### Placement by cell class, run 1

Fill, decap, tap and diode cells in gray.
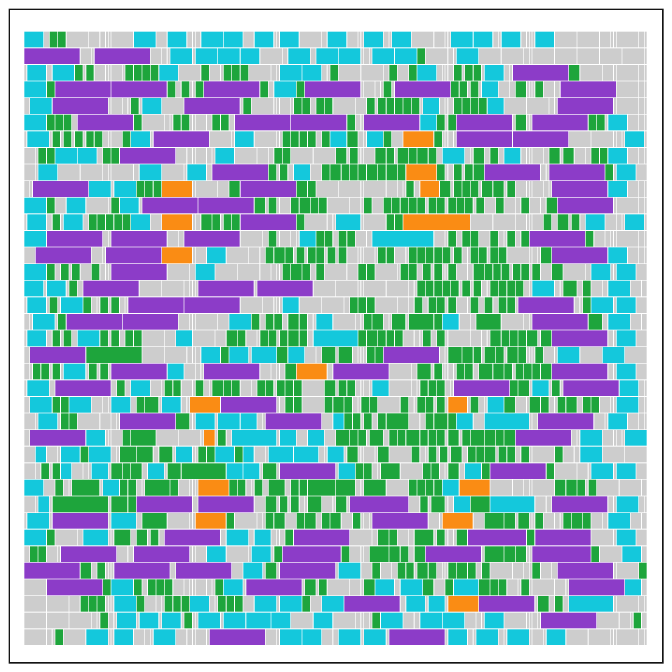
### The metal 1 layer, run 1

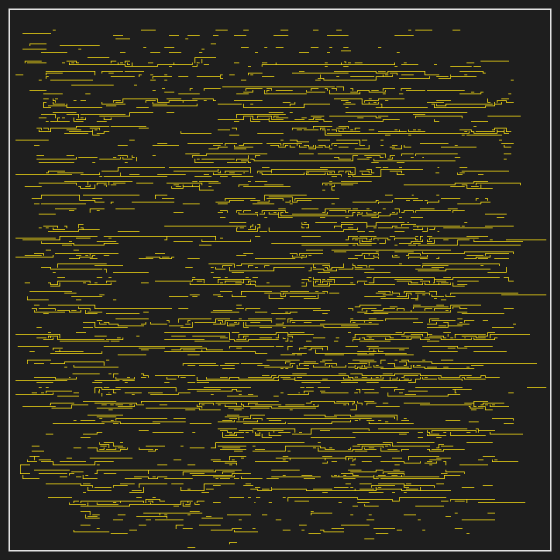
### Clock routing, run 1

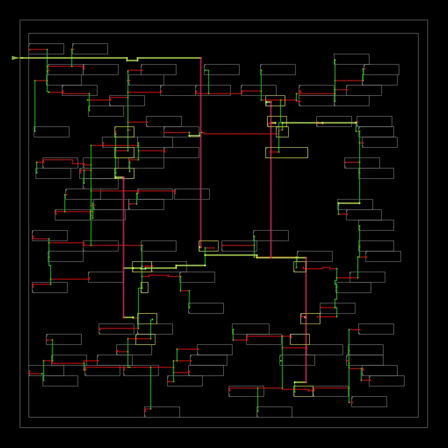
<file path="config.mk">
export PLATFORM = sky130hd
export DESIGN_NAME = inst_fetch_flat
export DESIGN_NICKNAME = d
export VERILOG_FILES = /design/src/rtl/cpu_pkg.sv /design/src/rtl/inst_fetch_if.sv /design/src/rtl/inst_fetch.sv /design/src/flat_wrapper.sv
export SDC_FILE = /design/constraint.sdc
export NUM_CORES = 1
export LEC_CHECK = 0
export ABC_AREA = 1
export CORE_MARGIN = 2
export CORE_UTILIZATION = 46
export DETAILED_ROUTE_END_ITERATION = 7
export GPL_ROUTABILITY_DRIVEN = 1
export PLACE_DENSITY_LB_ADDON = 0.15
export SLEW_MARGIN = 40
export SYNTH_ARGS = -nofsm -noshare
export SYNTH_HDL_FRONTEND = slang
export SYNTH_SLANG_ARGS = --single-unit
</file>
<file path="constraint.sdc">
create_clock -name i_clk -period 1.7 [get_ports i_clk]
set_input_delay 0.51 -clock i_clk [delete_from_list [all_inputs] [get_ports i_clk]]
set_output_delay 0.51 -clock i_clk [all_outputs]
set_load 0.02 [all_outputs]
</file>
<file path="src/rtl/cpu_pkg.sv">
// Shared core definitions: fetch FSM encoding, PC step and default widths.
package cpu_pkg;

    localparam int          ADDR_W_DEF   = 32;
    localparam int          INST_W_DEF   = 32;
    localparam logic [31:0] RESET_PC_DEF = 32'h0000_0000;
    localparam int          PC_INC       = 4;

    typedef enum logic [1:0] {
        S_REQ   = 2'd0,
        S_WAIT  = 2'd1,
        S_FLUSH = 2'd2,
        S_HOLD  = 2'd3
    } fetch_state_e;

endpackage

</file>
<file path="src/rtl/inst_fetch_if.sv">
// Fetch stage bus: redirect input, imem request/response, decode handshake.
interface inst_fetch_if
    import cpu_pkg::*;
#(
    parameter int ADDR_W = ADDR_W_DEF,
    parameter int INST_W = INST_W_DEF
);

    logic              i_redirect;
    logic [ADDR_W-1:0] i_redirect_pc;
    logic              o_imem_req;
    logic [ADDR_W-1:0] o_imem_addr;
    logic              i_imem_valid;
    logic [INST_W-1:0] i_imem_inst;
    logic              o_inst_valid;
    logic [INST_W-1:0] o_inst;
    logic [ADDR_W-1:0] o_inst_pc;
    logic              i_inst_ready;

    modport master (
        input  i_redirect,
        input  i_redirect_pc,
        output o_imem_req,
        output o_imem_addr,
        input  i_imem_valid,
        input  i_imem_inst,
        output o_inst_valid,
        output o_inst,
        output o_inst_pc,
        input  i_inst_ready
    );

    modport slave (
        output i_redirect,
        output i_redirect_pc,
        input  o_imem_req,
        input  o_imem_addr,
        output i_imem_valid,
        output i_imem_inst,
        input  o_inst_valid,
        input  o_inst,
        input  o_inst_pc,
        output i_inst_ready
    );

endinterface

</file>
<file path="src/rtl/inst_fetch.sv">
// Instruction fetch stage: owns the fetch PC, one outstanding imem request,
// and a single-entry buffer toward decode.
module inst_fetch
    import cpu_pkg::*;
#(
    parameter int              ADDR_W   = ADDR_W_DEF,
    parameter int              INST_W   = INST_W_DEF,
    parameter logic [ADDR_W-1:0] RESET_PC = ADDR_W'(RESET_PC_DEF)
) (
    input  logic         i_clk,
    input  logic         i_rst_n,
    inst_fetch_if.master bus
);

    fetch_state_e      state_q;
    fetch_state_e      state_d;
    logic [ADDR_W-1:0] pc_q;
    logic [ADDR_W-1:0] pc_d;
    logic [INST_W-1:0] inst_q;
    logic [INST_W-1:0] inst_d;
    logic [ADDR_W-1:0] inst_pc_q;
    logic [ADDR_W-1:0] inst_pc_d;
    logic              valid_q;
    logic              valid_d;
    logic              req;
    logic [ADDR_W-1:0] pc_inc;
    logic [ADDR_W-1:0] redirect_tgt;

    assign pc_inc       = pc_q + ADDR_W'(PC_INC);
    assign redirect_tgt = {bus.i_redirect_pc[ADDR_W-1:2], 2'b00};

    always_ff @(posedge i_clk or negedge i_rst_n) begin
        if (!i_rst_n) begin
            state_q   <= S_REQ;
            pc_q      <= RESET_PC;
            inst_q    <= '0;
            inst_pc_q <= '0;
            valid_q   <= 1'b0;
        end else begin
            state_q   <= state_d;
            pc_q      <= pc_d;
            inst_q    <= inst_d;
            inst_pc_q <= inst_pc_d;
            valid_q   <= valid_d;
        end
    end

    always_comb begin
        state_d   = state_q;
        pc_d      = pc_q;
        inst_d    = inst_q;
        inst_pc_d = inst_pc_q;
        valid_d   = valid_q;
        req       = 1'b0;

        unique case (state_q)
            S_REQ: begin
                req = !bus.i_redirect;
                if (bus.i_redirect) begin
                    pc_d = redirect_tgt;
                end else begin
                    state_d = S_WAIT;
                end
            end

            S_WAIT: begin
                unique case (1'b1)
                    bus.i_imem_valid && !bus.i_redirect: begin
                        inst_d    = bus.i_imem_inst;
                        inst_pc_d = pc_q;
                        valid_d   = 1'b1;
                        pc_d      = pc_inc;
                        state_d   = S_HOLD;
                    end
                    bus.i_imem_valid && bus.i_redirect: begin
                        pc_d    = redirect_tgt;
                        state_d = S_REQ;
                    end
                    !bus.i_imem_valid && bus.i_redirect: begin
                        pc_d    = redirect_tgt;
                        state_d = S_FLUSH;
                    end
                    default: begin
                        state_d = S_WAIT;
                    end
                endcase
            end

            // The stale response must still drain before a new request.
            S_FLUSH: begin
                if (bus.i_redirect) begin
                    pc_d = redirect_tgt;
                end
                if (bus.i_imem_valid) begin
                    state_d = S_REQ;
                end
            end

            S_HOLD: begin
                if (bus.i_redirect) begin
                    valid_d = 1'b0;
                    pc_d    = redirect_tgt;
                    state_d = S_REQ;
                end else if (bus.i_inst_ready) begin
                    valid_d = 1'b0;
                    state_d = S_REQ;
                end
            end
        endcase
    end

    assign bus.o_imem_req   = req;
    assign bus.o_imem_addr  = pc_q;
    assign bus.o_inst_valid = valid_q;
    assign bus.o_inst       = inst_q;
    assign bus.o_inst_pc    = inst_pc_q;

    valid_tracks_hold: assert property (
        @(posedge i_clk) disable iff (!i_rst_n)
        valid_q == (state_q == S_HOLD)
    );

endmodule

</file>
<file path="src/flat_wrapper.sv">
// flat-port wrapper written by rule: the top's interface ports become plain ports
module inst_fetch_flat import cpu_pkg::*;
#(
    parameter int              ADDR_W   = ADDR_W_DEF,
    parameter int              INST_W   = INST_W_DEF,
    parameter logic [ADDR_W-1:0] RESET_PC = ADDR_W'(RESET_PC_DEF)
)
  (i_clk, i_rst_n, bus_i_redirect, bus_i_redirect_pc, bus_o_imem_req, bus_o_imem_addr, bus_i_imem_valid, bus_i_imem_inst, bus_o_inst_valid, bus_o_inst, bus_o_inst_pc, bus_i_inst_ready);
  inst_fetch_if #(.ADDR_W(ADDR_W), .INST_W(INST_W)) bus_i ();
  input  logic i_clk;
  input  logic i_rst_n;
  input wire logic [$bits(bus_i.i_redirect)-1:0] bus_i_redirect;
  input wire logic [$bits(bus_i.i_redirect_pc)-1:0] bus_i_redirect_pc;
  output wire logic [$bits(bus_i.o_imem_req)-1:0] bus_o_imem_req;
  output wire logic [$bits(bus_i.o_imem_addr)-1:0] bus_o_imem_addr;
  input wire logic [$bits(bus_i.i_imem_valid)-1:0] bus_i_imem_valid;
  input wire logic [$bits(bus_i.i_imem_inst)-1:0] bus_i_imem_inst;
  output wire logic [$bits(bus_i.o_inst_valid)-1:0] bus_o_inst_valid;
  output wire logic [$bits(bus_i.o_inst)-1:0] bus_o_inst;
  output wire logic [$bits(bus_i.o_inst_pc)-1:0] bus_o_inst_pc;
  input wire logic [$bits(bus_i.i_inst_ready)-1:0] bus_i_inst_ready;
  assign bus_i.i_redirect = bus_i_redirect;
  assign bus_i.i_redirect_pc = bus_i_redirect_pc;
  assign bus_o_imem_req = bus_i.o_imem_req;
  assign bus_o_imem_addr = bus_i.o_imem_addr;
  assign bus_i.i_imem_valid = bus_i_imem_valid;
  assign bus_i.i_imem_inst = bus_i_imem_inst;
  assign bus_o_inst_valid = bus_i.o_inst_valid;
  assign bus_o_inst = bus_i.o_inst;
  assign bus_o_inst_pc = bus_i.o_inst_pc;
  assign bus_i.i_inst_ready = bus_i_inst_ready;
  inst_fetch #(.ADDR_W(ADDR_W), .INST_W(INST_W), .RESET_PC(RESET_PC)) u_core (.i_clk(i_clk), .i_rst_n(i_rst_n), .bus(bus_i));
endmodule
</file>
==> flow_summary.ini, run 1 <==
; synthesis and place-and-route metrics
[status]
status = complete, but fails checks
violations = setup timing

[sta]
fmax_ghz = 0.587
setup_slack_ns = -0.00473
tightest_slew_ns = 0.537
setup_viol = 1
final-hold-violation-count = 0
finalCritPeriodShare = 1.00
setup-tns-final_ns = -0.00473
period_minus_slack_ns = 1.70

[critical_path]
cp_max_fo = 2
r2r-start = u_core.state_q[0]
slowest_stage = dfrtp_1
rr_worst_depth = 9
crit_buf_inv = 1
cp_data_arrival_time_ns = 1.19
r2r_slack_ns = 0.09
end_kind = primary output
cp.depth = 2
cp_data_required_time_ns = 1.19
path_cells = nor3_1 > buf_2

[cts]
root_buffer = clkbuf_8
cts_buffer_depth = 2
cts_setup_buffers = 5
cts_resized = 123

[cells_and_area]
antenna_cells = 0
flop_area_sq_mm = 0.00238
n_all_buffers = 208
largest_reg_flops = 32
fin_util = 0.693
layout_top_cells = nand2_1, nor2_1, dfrtp_1
sh_comb_area = 0.314
nets = 939

[power_and_ir_drop]
finalPower_w = 0.0128
seq_power_w = 0.00411
total_leakage_power_nw = 3.60
pwr-share-comb = 0.552
peakVddDrop_mv = 0.866
pg_comb_w = 0.00706

[placed_design]
place_inst = 983
dp_worst_setup_slack_ns = -0.672
routabilityCongestion = 0.926

[hold_path]
hold_path_class = input port to async pin

[detailed_routing]
ant_nets = 0
first_pass_iters = 5
wl_per_cell_um = 14.2

[floorplan]
io_pins = 167
nWellTaps = 136
fp_util = 0.473
rows = 37

[global_route]
antenna_found_initial = 0
grt_overflow = 0
met2_usage = 0.453
grt_pass1_wl_um = 23800
grtUsageTotal = 0.262

[logic_synthesis]
yosys_register_bits = 95
syn-instance-count = 672
yosys.area_share.aoi = 0.0694
ys_cells = 672
common_cells = nand2_1, nor2_1, dfrtp_1, inv_1, o21ai_0
yosysSeqAreaShare = 0.489
yosysWarnings = 0
flop_cell = dfrtp_1
synth_area_sq_mm = 0.00487
ys_sh_mux = 0
top_cell_area_share = 0.489
yosysMostFrequentCell = nand2_1
## Picture notes: 'Placement by cell class'
class	color	cells	share of their area
clock drivers and dummy loads	orange	16	3.1%
sequential cells	purple	95	34%
remaining buffers and delay cells	cyan	208	28%
combinational and other logic	green	552	35%
post-route cell area: 0.00713 sq mm
core footprint: 0.0103 sq mm

## Picture notes: 'The metal 1 layer'
longest straight run	28.1 um
share of all routed wire	41%
wire length on this layer	5820 um
main direction	horizontal
routed via count: 4993
met1 Use GR: 0.319
Routed WL: 14300 um

## Picture notes: 'Clock routing'
clock buffers: 12
TritonCTS buffer count: 9
clk ins delay skew pair: 0.37 ns
CTS sink cnt: 95

### Metal 3, run 1

Scale bar: 20 um.
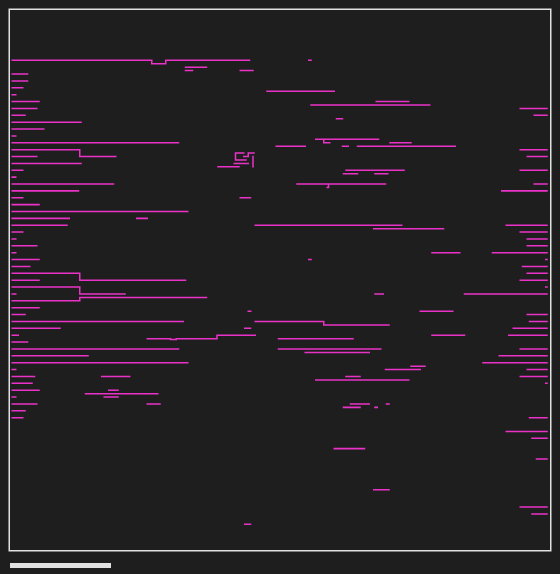

==> run 1 -> run 2 <==
- ABC_AREA: 1 -> 0
- CORE_UTILIZATION: 46 -> 45
- TNS_END_PERCENT: not set -> 20
### Metal 3, run 2

Scale bar: 20 um.
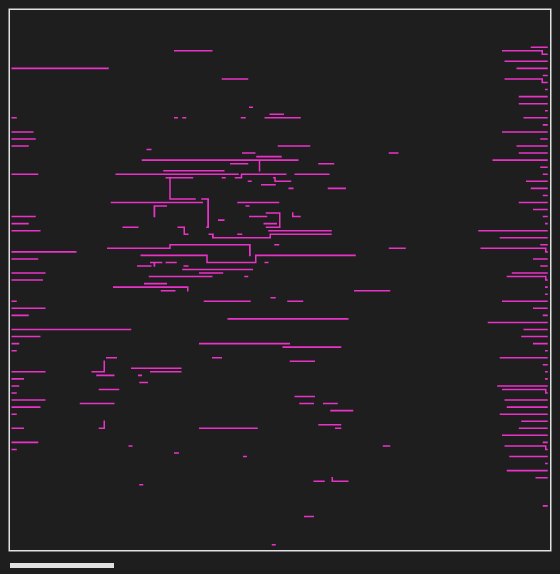
main direction	horizontal
share of all routed wire	6.1%
nets with wire on the layer	157
wire length on this layer	977 um
longest straight run	29.9 um
Routed WL: 15900 um
met3 Use GR: 0.0645

### Wiring heat map, run 2

Scale bar: 20 um. The die is cut into 21 by 21 equal tiles; dark blue is low, red is high, scaled to the fullest tile. Values are wire area over tile area, all layers added.
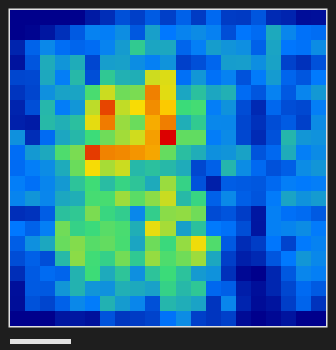
nearly empty tiles	3.6%
mean over tiles	0.24
tiles over half the peak	17%
densest ninth of the die	middle
emptiest ninth of the die	bottom right
routed via count: 4598
Total Routing Usage GR: 0.278
DR WL/cell: 19.9 um

==> run 2 against run 1 <==
Effect of this change:
- the run still ends with setup timing left
- global-route usage is 1.6 points higher
- combinational power increased by 29%
- cell count fell by 20%
- clock skew is 0.0017 ns lower
- wire length up 11%
- highest routed layer unchanged
- power increased by 18%
- clock power grew 4%
- critical endpoint is now u_core.bus.o_imem_addr[21]
- final area up 9.7%
==> flow_summary.ini, run 2 <==
; synthesis and place-and-route metrics
[status]
status = complete, but fails checks
violations = setup timing

[logic_synthesis]
yosys.area_share.aoi = 0.140
yosys_register_bits = 95
yosys_area_sq_mm = 0.00451
synth_xor_xnor_area_share = 0
ys_sh_mux = 0.150
yosysMostFrequentCell = dfrtp_1
ys_types = 51
top_cell_area_share = 0.527
ys_top_logic_family = multiplexers
ys_cells = 397
synth_area_sq_mm = 0.00451
common_cells = dfrtp_1, mux2_2, a21oi_1, nand2_1, nor2_1
syn-instance-count = 397
synthArstFlopShare = 1.00
yosysSeqAreaShare = 0.527
syn-mean-instance-area_sq_um = 11.4
yosysWarnings = 0
ys_sh_simple = 0.132
top_area_cell = dfrtp_1
ys_sh_adder = 0.0111
flop_cell = dfrtp_1

[power_and_ir_drop]
pwr-share-comb = 0.607
power_density_mw_per_mm2 = 1920
seq_power_w = 0.00423
pg_comb_w = 0.00913
power_leader = combinational cells
clock_power_share = 0.112
clock_power_w = 0.00168
total_leakage_power_nw = 3.40
internal-power_w = 0.00862
peakVddDrop_mv = 1.06
switching_power_w = 0.00642
finalPower_w = 0.0150
swShare = 0.427

[cells_and_area]
layout_top_cells = buf_4, dfrtp_1, dlygate4sd2_1
post_route_cells_drive_above_1_share = 0.466
flop_area_sq_mm = 0.00240
layout_top_cell = buf_4
fin_cells = 802
n_all_buffers = 280
nets = 738
antenna_cells = 0
sh_seq_area = 0.306
num-multi-input-gates = 275
nNonClkInverters = 4
area_growth_pct = 73.5
fillCellCount = 611
largest_reg_flops = 32
sh_comb_area = 0.309
nClkBuffers = 10
clock_area_frac = 0.0280
nonClkBufAreaFrac = 0.333
finalInstanceArea_sq_mm = 0.00782
fin_util = 0.804

[floorplan]
die_y_um = 104
rows = 36
die_x_um = 104
fp_util = 0.463
nWellTaps = 133
io_pins = 167
core_area_sq_mm = 0.00973

[sta]
period_minus_slack_ns = 2.00
fin_worst_skew_ns = 0.00992
holdWs_ns = 0.0256
setup_viol = 30
rsz0062_at_grt = yes
final-hold-violation-count = 0
fmax_ghz = 0.499
finalCritPeriodShare = 1.18
setup-tns-final_ns = -4.27
maxSlewViolCount = 0
setup_slack_ns = -0.304

[cts]
postCtsHoldBufs = 0
cts_buffer_depth = 2
cts.clk_slew.worst_paths_ns = 0.09
cts_setup_buffers = 10
root_buffer = clkbuf_8
cts_tree = done
cts_resized = 239
clock_latency_ns = 0.38
clock_sinks = 95
numCtsBuffers = 9

[critical_path]
end_kind = register
cp_slowest_stage_delay_ns = 0.39
cp_data_required_time_ns = 1.96
crit_path_start = u_core.bus.o_imem_addr[8]
crit_path_start_kind = register
path_cells = and4_4 > nand4_1 > buf_6 > nor4_1 > buf_4 > nor2b_1 > nor3_1
crit_buf_inv = 2
cp_max_fo = 5
r2r_slack_ns = -0.30
cp.depth = 7
slowest_stage = dfrtp_1
path_class = register to register
r2r-start = u_core.bus.o_imem_addr[8]
rr_worst_depth = 7
cp_data_arrival_time_ns = 2.26
critical-path-top-delay-family = simple AND/OR/NAND/NOR gates

[global_route]
grt_overflow = 0
grt_pass1_wl_um = 24000
antenna_found_initial = 0
met2_usage = 0.488

[placed_design]
place_inst = 755
io_buffer_count = 160
routabilityCongestion = 0.900
dpl_cell_area_sq_mm = 0.00692
dp_hpwl_um = 9790
dp_worst_setup_slack_ns = -1.02

[detailed_routing]
first_pass_iters = 5
ant_nets = 0
drt_iter0_drc = 258
top_layer = met4
post-route-drc-count = 0
met3_wirelength_um = 976
met1_length_um = 6190
via_per_inst = 5.73

[run]
max_cap_viol_count = 0
warning_count = 33

[hold_path]
hold_path_class = input port to async pin
### The metal 1 layer, run 2

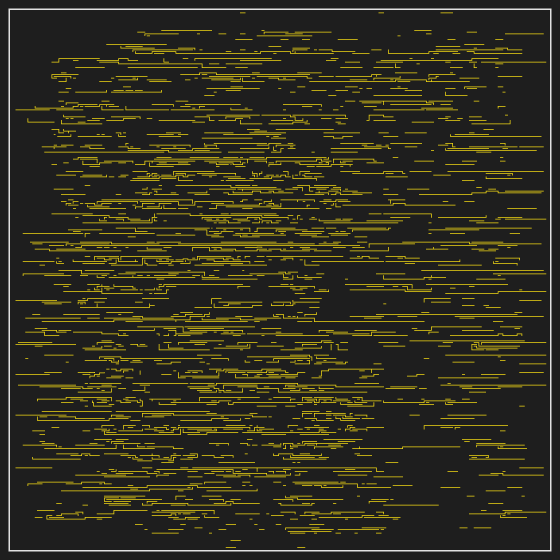
longest straight run	53.6 um
main direction	horizontal
met1 Use GR: 0.325

Power and IR drop assume default switching activity.
